### Wire density map, run 1

The die is cut into 22 by 22 equal tiles; dark blue is low, red is high, scaled to the fullest tile. Values are wire area over tile area, all layers added.
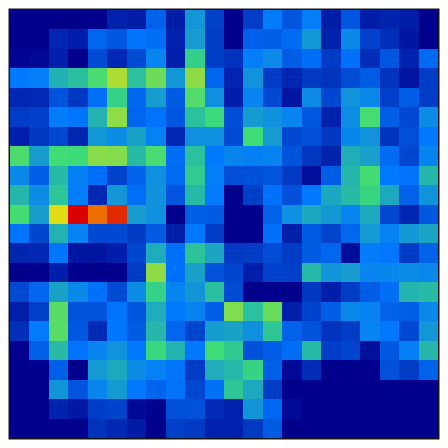
### Sequential cells grouped by signal name, run 1

Bar = 20 um. Other sequential cells in the stronger gray, the rest of the logic in the fainter gray.
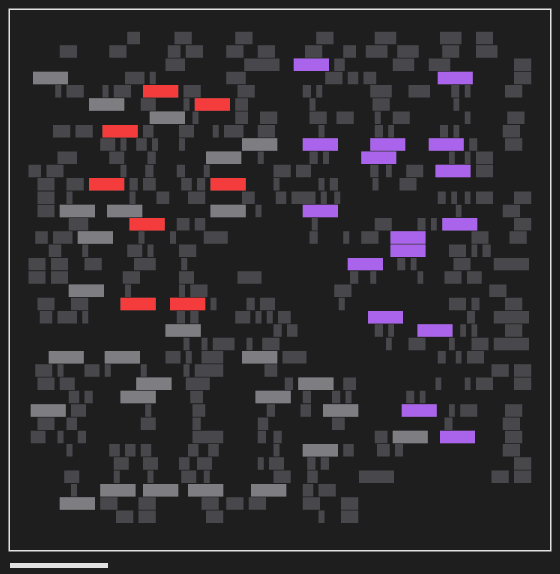
### Clock wires, drivers and flops, run 1

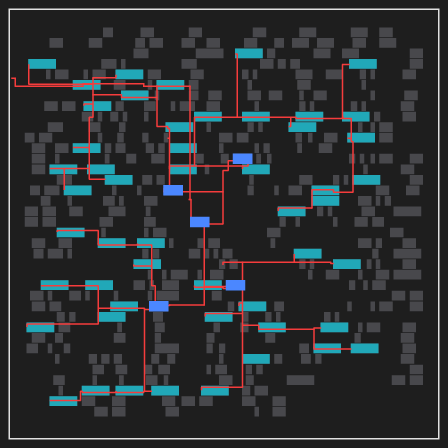
==> config.mk <==
export PLATFORM = sky130hd
export DESIGN_NAME = fetch_decode
export DESIGN_NICKNAME = d
export VERILOG_FILES = /design/src/rtl/cpu_pkg.sv /design/src/rtl/instr_dec.sv /design/src/rtl/fetch_decode.sv
export SDC_FILE = /design/constraint.sdc
export NUM_CORES = 1
export LEC_CHECK = 0
export CAP_MARGIN = 10
export CELL_PAD_IN_SITES_DETAIL_PLACEMENT = 1
export CELL_PAD_IN_SITES_GLOBAL_PLACEMENT = 2
export CORE_MARGIN = 3
export CORE_UTILIZATION = 23
export DETAILED_ROUTE_END_ITERATION = 8
export HOLD_SLACK_MARGIN = 0.1
export PLACE_DENSITY_LB_ADDON = 0.1
export RECOVER_POWER = 25
export SYNTH_ARGS = -nofsm -noshare
export SYNTH_HDL_FRONTEND = slang
export SYNTH_SLANG_ARGS = --single-unit
==> constraint.sdc <==
create_clock -name clk -period 2.5 [get_ports clk]
set_input_delay 0.625 -clock clk [delete_from_list [all_inputs] [get_ports clk]]
set_output_delay 0.625 -clock clk [all_outputs]
set_load 0.05 [all_outputs]
==> flow_summary.yaml, run 1 <==
# flow metrics
run_status:
  status: "completed"
finish:
  n_fill_cell: 1239
  fin_cells: 508
  antenna_cells: 0
final_timing:
  fin_crit_sh: 0.9709
  rsz0062_at_grt: "false"
  finalSetupViolCount: 0
  skew_ps: 6.592
detailed_routing:
  avgViaCountPerCell: 4.327
hold_path:
  hold_depth: 2
logic_synthesis:
  ff_type: "dfxtp_1"
  syn_avg_cell_area_um2: 8.537
  synth_cells: 294
  synth_top_cell_by_area: "dfxtp_1"
  ys_area_um2: 2510
  ys.warnings.count: 0
  synthTopCellsByArea: "dfxtp_1 41%, buf_4 11%, nand2_1 6.7%"
global_routing:
  grt_first_pass_wirelength_um: 11870
clock_tree:
  post_cts_buffers: 0
  clockBufferDepth: 2
floorplan:
  die-area_um2: 12200
worst_setup_path:
  endpoint_kind: "output port"
  crit_fanout: 4
  ff2ff_setup_slack_ps: 740
Back to the opening pictures, 'Wire density map':
The densest ninth of the die: left middle. The fullest tile reaches 0.45. The emptiest ninth of the die: bottom right. 14% of the tiles are nearly empty. The mean over all tiles is 0.093.
drt wl/cell: 14.13 um
Total GRT Usage: 0.1180
final WL: 7179 um
via count: 2198

Back to the opening pictures, 'Sequential cells grouped by signal name':
Key: `pc` = red [sequential cells 8]; `ir` = purple [sequential cells 16]
sequential cell area: 1021 um^2
fraction of area in registers: 0.2809
P_seq: 0.863 mW
Final Util: 0.3474

Back to the opening pictures, 'Clock wires, drivers and flops':
Key: clock-net drivers = blue [count 5]; clock wires = red [length 757 um]; flip-flops = cyan [count 51]
There are 6 routed clock nets.
part of the power in the clock network: 0.270
P_clk: 0.476 mW
Skew-Pair Late Insertion Delay: 300 ps

-- run 1: critical path, delay by kind of cell --
kind                   cells  cell delay (ps)
AND-OR/OR-AND              1              300
multiplexers               1              110
buffers and inverters      2              770
-- run 1: cell usage after synthesis, types with 2 or more instances --
cell type   n
nor2_1     32
and4_1      2
xor2_1     13
or3_1       4
and3_1      2
nand4_1     9
mux2_2      8
clkbuf_1    9
nor3_1      2
or4_1       2
ha_1        2
a21oi_1    26
mux2i_1    12
o31ai_1     2
and2_1      3
nor2b_1     3
nand3_1     5
buf_2       3
nand2_1    45
dfxtp_1    51
xnor2_1     3
buf_4      37
o21ai_0     7
-- run 1: layout by cell type, fill, tap and decap left out, types with 2 or more instances in the layout --
cell / n
or3_1: 4
clkbuf_8: 5
mux2i_1: 12
o21ai_0: 6
nor3_1: 2
and2_1: 3
clkbuf_1: 6
buf_4: 15
dlygate4sd3_1: 3
clkdlybuf4s50_1: 83
xnor2_1: 3
xor2_1: 13
ha_1: 2
nor2b_1: 2
and4_1: 2
o31ai_1: 2
mux2_2: 8
or4_1: 2
nand3_1: 5
nand2_1: 45
and3_1: 2
buf_12: 5
nor2_1: 32
dlymetal6s2s_1: 9
dfxtp_1: 51
nand4_1: 9
a21oi_1: 26
-- run 1: layout make-up --
class | instances | area [um^2] | share of cell area
sequential | 51 | 1021 | 0.2809
tap | 136 | 170.2 | 0.04682
clock inverter | 1 | 5.005 | 0.001377
clock buffer | 7 | 76.32 | 0.02100
multi-input combinational | 193 | 1157 | 0.3184
inverter | 1 | 3.754 | 0.001033
timing repair buffer | 119 | 1201 | 0.3305
-- run 1: kinds of logic (layout without fill, tap and decap cells) --
kind of cell               Yosys count  count (layout)  share of synthesized area
xor gates and xnor gates            16              16                    0.05583
buffers and inverters               50             128                     0.1316
AOI/OAI and AO/OA                   38              38                    0.08175
muxes                               20              20                    0.08375
DFF                                 51              51                     0.4068
and+or+nand+nor                    117             117                     0.2303
adders and majority gates            2               2                   0.009968
-- run 1: through the flow --
step                      power (mW)  hold WS, ps  setup slack [ps]
after detailed placement       1.321        449.9             44.46
after global placement         1.317        442.4             69.65
after floorplan                1.177        436.0             61.36
after CTS                      1.807        464.3             26.20
after global routing           1.858        481.2             3.973
final                          1.766        460.1             72.64
-- run 1: where the power goes --
| part | switching [mW] | total, mW | internal, mW |
|---|---|---|---|
| logic | 0.261 | 0.427 | 0.166 |
| registers | 0.0251 | 0.863 | 0.838 |
| clock network | 0.278 | 0.476 | 0.198 |
-- run 1: layer usage --
| layer | GRT usage | wire (um) |
|---|---|---|
| met5 | 0 | 13 |
| met4 | 0.02709 | 51 |
| met3 | 0.03123 | 377 |
| met2 | 0.1922 | 3289 |
| met1 | 0.1559 | 3446 |
--- run 2 (diff from run 1) ---
==> constraint.sdc (replaced) <==
create_clock -name clk -period 2.5 [get_ports clk]
set_input_delay 0.625 -clock clk [delete_from_list [all_inputs] [get_ports clk]]
set_output_delay 0.625 -clock clk [all_outputs]
set_load 0.01 [all_outputs]
==> run 2 against run 1 <==
  * Non-clock buffer count did not move
  * Die size unchanged
  * Setup slack better by 87 ps
  * Flip-flop count unchanged
  * Power fell by 8.1%
  * Critical endpoint is now r_addr[2]
  * Combinational power decreased by 37%
  * Sequential share of layout area up 0.39 points
  * Core utilization fell by 0.48 points
==> flow_summary.yaml, run 2 <==
# flow metrics
worst_setup_path:
  endpoint_kind: "output port"
  crit_fanout: 3
  ff2ff_setup_slack_ps: 750
logic_synthesis:
  yosys-top-cells-count: "51 x dfxtp_1, 45 x nand2_1, 37 x buf_4, 32 x nor2_1, 26 x a21oi_1"
  synth_dominant_cell_count: "dfxtp_1"
  ff_type: "dfxtp_1"
  synthTopCellsByArea: "dfxtp_1 41%, buf_4 11%, nand2_1 6.7%"
  ys_sh_xor: 0.05583
  ys_sh_mux: 0.08375
power_and_ir_drop:
  switchingPower_mw: 0.4309
  total_power_mw: 1.623
  combPwrFrac: 0.165
  p_sw_frac: 0.2654
finish:
  n_fill_cell: 1282
  final_core_util: 0.3426
  final_common_cell: "clkdlybuf4s50_1"
  flop_area_um2: 1021
detailed_routing:
  routedWlPerCell_um: 14.31
  drt-total-wl_um: 7268
clock_tree:
  clockBufferDepth: 2
place:
  dpl_worst_slack_ps: -234.8
final_timing:
  hold_ws_ps: 464.4
  fin_crit_sh: 0.9360
  skew_ps: 12.00
  rsz0062_at_grt: "false"
global_routing:
  grt_first_pass_wirelength_um: 11970
  grt_usage: 0.1178
run_status:
  status: "completed"
-- run 2: cell count changes in the layout (fill, tap and decap cells not counted), sizes merged, moves of 2 or more --
cell,delta
buf,-14
clkdlybuf4s15,+2
clkdlybuf4s50,+10
dlygate4sd2,+11
dlymetal6s2s,-9
-- run 2: cell families after synthesis --
group	after synthesis
buffers and inverters	50
and+or+nand+nor	117
muxes	20
xor gates and xnor gates	16
adders and majority gates	2
AOI/OAI and AO/OA	38
DFF	51
-- run 2: per-layer routing --
layer,share of wire,routed length (um),vias to the layer above,global-route usage
met3,0.050,367,4,0.02904
met2,0.46,3378,66,0.1922
met1,0.48,3482,1067,0.1559
li1,-,-,1108,-
met4,0.0055,40,0,0.02956
met5,0,0,-,0
-- run 2: area by class of cell --
class                           count  share of cell area
Timing Repair Buffer              119              0.3194
Multi-Input combinational cell    193              0.3229
Clock buffer                        5             0.01920
Clock inverter                      3            0.005236
Sequential cell                    51              0.2848
Inverter                            1            0.001047
Tap cell                          136             0.04747
-- run 2: timing repair --
action	CTS	global route
gates resized	16	0
setup buffers	1	0
endpoints found under the hold margin	0	0
endpoints found under the setup margin	11	0
-- run 2: power groups by stage --
| stage | logic (mW) | clock network, mW | registers, mW |
|---|---|---|---|
| after global placement | 0.283 | 0 | 0.884 |
| after floorplan | 0.150 | 0 | 0.878 |
| after CTS | 0.281 | 0.524 | 0.866 |
| after detailed placement | 0.286 | 0 | 0.885 |
| after global routing | 0.291 | 0.556 | 0.871 |
| final | 0.267 | 0.491 | 0.865 |
-- run 2: worst max-delay path: cells and delay by family --
family                 cells  cell delay (ps)
buffers and inverters      2              750
AND-OR/OR-AND              1               80
AND/OR/NAND/NOR            2              250
### Cell sizes after repair, run 2

Bar = 20 um.
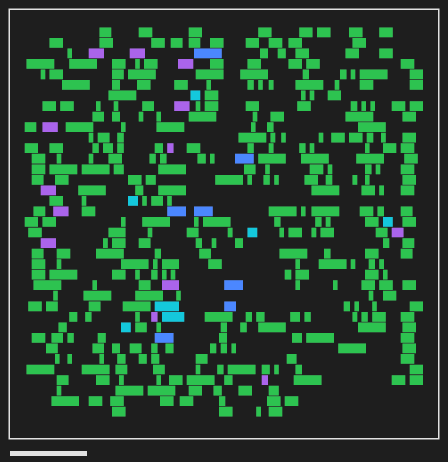
Key: x1 and smaller = green [cells 345, share 93%, most used clkdlybuf4s50_1]; x2 = purple [cells 13, share 3.5%, most used mux2_2]; x3 and x4 = cyan [cells 7, share 1.9%, most used buf_4]; x6 and larger = blue [cells 7, share 1.9%, most used clkbuf_8]
Final Cell Area: 3585 um^2
Buffers, non-clock: 119
min setup slack post-route: 159.9 ps

No activity file was given, so power comes from the tool's default toggle rates.
